### Pin map, run 1

Bar = 20 um. Pins as bars across the die edge, other pins in gray.
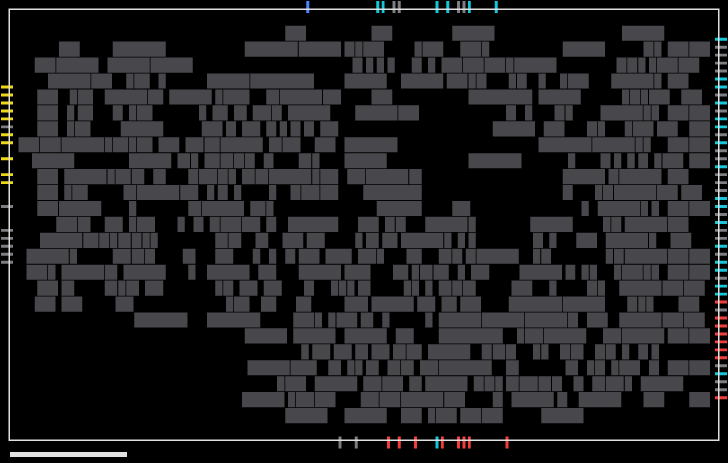
### Sequential cells grouped by signal name, run 1

Bar = 20 um. Other sequential cells in the stronger gray, the rest of the logic in the fainter gray.
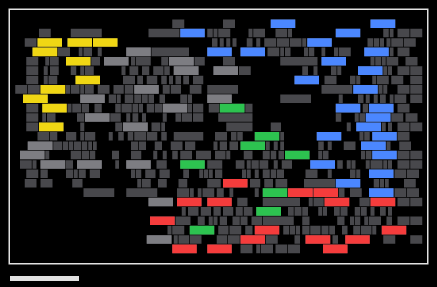
### Wiring heat map, run 1

Bar = 20 um. The die is cut into 24 by 15 equal tiles; dark blue is low, red is high, scaled to the fullest tile. Values are wire area over tile area, all layers added.
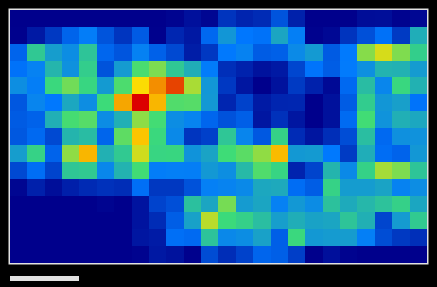
Design histo_frame_seq, sky130hd; sources not shown.
==> PnR_summary.wiki <==
== Metrics ==
{| class="wikitable"
! Metric !! Value
|-
| GRT overflow || 0
|-
| Post-synthesis cell count from yosys || 399
|-
| Post-Synthesis Mean Instance Area || 8.501 um2
|-
| Most used standard cells in the synthesized netlist || dfxtp_1, nand2_1, nor2_1
|-
| Clock transition at the registers of the reported paths || 0.06 ns
|-
| Area share of the largest cell type after synthesis || 44.85%
|-
| Mapped Area || 3392 um2
|-
| CTS H-tree lvls || 3
|-
| Count of cells along the worst hold path || 2
|-
| Bufs on Longest Clock Path || 2
|-
| Number of buffers created by CTS || 9
|-
| Worst-Skew Late Latency || 0.33 ns
|-
| Detailed-router iteration count before antenna repair || 4
|-
| Global placement routability congestion || 0.8011
|-
| Min Hold Slack || 0.4518 ns
|-
| Diodes inserted || 0
|-
| Unique masters post-synth || 60
|-
| Number of warnings the tools reported || 26
|-
| Async S/R FF share, synth || 0%
|-
| Non-filler cells in the finished layout || 585
|-
| Setup ws final || 2.391 ns
|-
| Area contributors post-synth || dfxtp_1, nand2_1, a21oi_1, nor2_1, a22oi_1
|-
| Max-cap violations || 0
|-
| Worst VDD drop || 0.1811 mV
|-
| Setup TNS || 0 ns
|-
| Post-DRT Antenna Nets || 0
|-
| Final-report setup violation count || 0
|-
| Share of cells above drive strength 1 || 5.870%
|-
| Number of cells on the worst reg-to-reg path || 7
|-
| Worst Path Class, Setup || primary input to flip-flop
|-
| Top-level I/O count || 85
|-
| Placed standard-cell area || 4245 um2
|-
| Overall power after layout || 1.428 mW
|-
| TritonCTS clock tree || built
|-
| Number of vias per cell after detailed routing || 5.338
|-
| Outcome || completed
|-
| Post-route clock period utilization || 57.07%
|-
| Static leakage power || 1.616 nW
|-
| Number of global-route vias before repair || 2748
|-
| Filler cells || 711
|-
| Relative slew slack || 22.03%
|-
| Cell type contributing the most total cell area after synthesis || dfxtp_1
|-
| Path category of the worst min-delay check || flip-flop to flip-flop
|-
| Core utilization at floorplan || 42.19%
|-
| CTS-repair resized insts || 0
|-
| Required time of the critical path || 5.82 ns
|-
| Initial antenna violation count || 0
|-
| Critical path startpoint category || primary input
|-
| Violation count after the first detailed-route iteration || 182
|-
| Area of the chip || 8865 um2
|-
| Most instantiated library cell after synthesis || dfxtp_1
|-
| Min Tclk post-route || 3.179 ns
|-
| DP Wirelength || 5784 um
|-
| Core Footprint || 8039 um2
|-
| Worst Setup Slack post-DPL || 1.993 ns
|-
| Nets || 506
|-
| FMAX || 314.6 MHz
|-
| IO Port Bufs || 84
|-
| Clock sink count || 76
|-
| Met3 usage in global routing || 6.134%
|-
| CP Data Arrival Time || 3.43 ns
|-
| Instance tally after logic synthesis || 399
|-
| Post-synth seq share || 44.85%
|-
| Finished layout cell area || 4586 um2
|-
| Met1 track utilization from global routing || 27.69%
|-
| Largest fanout on the critical path || 24
|-
| Setup repair after global routing missed its margin || no
|-
| Root buffer cell || clkbuf_16
|-
| Pwr per Cell Area || 311.5 nW/um2
|-
| Ys flops || 76
|-
| Area Growth Syn to Fin || 35.19%
|-
| Kind of end point of the critical path || flip-flop
|-
| Register-to-Register Setup Slack || 2.96 ns
|-
| Largest net degree at the start of global routing || 45
|-
| Number of enable flip-flop cells || 0
|-
| Number of pins exceeding their max-slew limit in the final report || 0
|-
| Number of hold violations in the final report || 0
|-
| Wire length of the first global-routing pass || 13320 um
|-
| Worst clock skew || 0.006509 ns
|-
| Cell row count || 25
|-
| Quantity of hold-fixing buffers added after cts || 0
|-
| Dominant synthesized flop cell || dfxtp_1
|-
| Max reg flops || 24
|-
| Post-synthesis chip area from yosys || 3392 um2
|-
| Total of warnings raised by yosys || 0
|-
| Setup bufs post-CTS || 0
|-
| Worst slew pin tran || 1.169 ns
|-
| Most Crowded Layer GR || met1
|-
| Global-route track usage on met2 || 27.56%
|-
| Remaining DRCs || 0
|-
| Number of placed instances, taps included || 569
|}
-- 'Pin map' (at the start) --
[cyan] `histo_data` | pins: 24 | direction: input | edge: 17 east, 6 north, 1 south
[red] `frame_cnt` | pins: 16 | direction: output | edge: 8 south, 8 east
[yellow] `histo_bin` | pins: 10 | direction: output | edge: west
[blue] `busy` | pins: 1 | direction: output | edge: north
die height: 73.33 um
width of the die: 120.9 um

-- 'Sequential cells grouped by signal name' (at the start) --
[blue] `out_data` | sequential cells: 24
[green] `lat_reg` | sequential cells: 8
[red] `frame_cnt` | sequential cells: 16
[yellow] `histo_bin` | sequential cells: 10 | where: north-west
not colored: 18
Post-Route Utilization: 57.04%
area used by sequential logic in the layout: 1521 um2
power attributed to sequential cells: 0.589 mW

-- 'Wiring heat map' (at the start) --
fullest tile: 0.60
densest ninth of the die: west
mean over tiles: 0.15
overall global routing resource usage: 19.45%
wire length reported by the detailed router: 8064 um
average detailed-routed wire length per instance: 13.78 um
count of vias placed by the detailed router: 3123

==> run 1: cells by family (layout without fill, tap and decap cells) <==
family | after synthesis | after routing | share of synthesized area (%)
buf+inv | 30 | 108 | 4.574
fa+ha+maj | 4 | 4 | 1.476
xor+xnor | 10 | 10 | 2.582
compound gates | 97 | 97 | 18.89
mux | 3 | 3 | 0.9222
simple gates | 179 | 179 | 26.71
flops | 76 | 76 | 44.85
==> run 1: power breakdown <==
part	leakage (nW)	internal, mW	total [mW]	switching (mW)
Clock	0.163	0.438	0.659	0.221
Sequential	0.613	0.557	0.589	0.0322
Combinational	0.840	0.0811	0.180	0.0986
==> run 1: cell type report <==
type	count	area (um2)	share of cell area, %
Clock buffer	10	229.0	4.993
Clock inverter	6	111.4	2.428
Inverter	6	22.52	0.4911
Multi-Input combinational cell	293	1715	37.41
Sequential cell	76	1521	33.18
Tap cell	108	135.1	2.947
Timing Repair Buffer	86	850.8	18.55
==> run 1: cells in the final DEF (no fill, tap or decap), types with 7 or more instances in the layout <==
cell,netlist,routed
or3_1,9,9
o21ai_0,12,12
clkbuf_16,0,9
clkdlybuf4s50_1,0,83
a22oi_1,11,11
nor3_1,8,8
nand2b_1,7,7
nor2_1,46,46
nand2_1,63,63
dfxtp_1,76,76
nand4_1,8,8
a21oi_1,39,39
==> run 1: critical path, cell delays in order <==
cell             delay (ns)
clkdlybuf4s50_1        0.61
nor4b_4                0.42
and2_0                 0.95
nand2_1                0.13
a21oi_1                0.18
==> run 1: layer usage <==
layer  vias to the layer above  part of all wire (%)
met5                         -                     0
met4                         0                   1.3
met3                        10                   8.7
met2                       121                    40
met1                      1430                    50
li1                       1562                     -
Power is estimated from default activity; no workload was simulated.
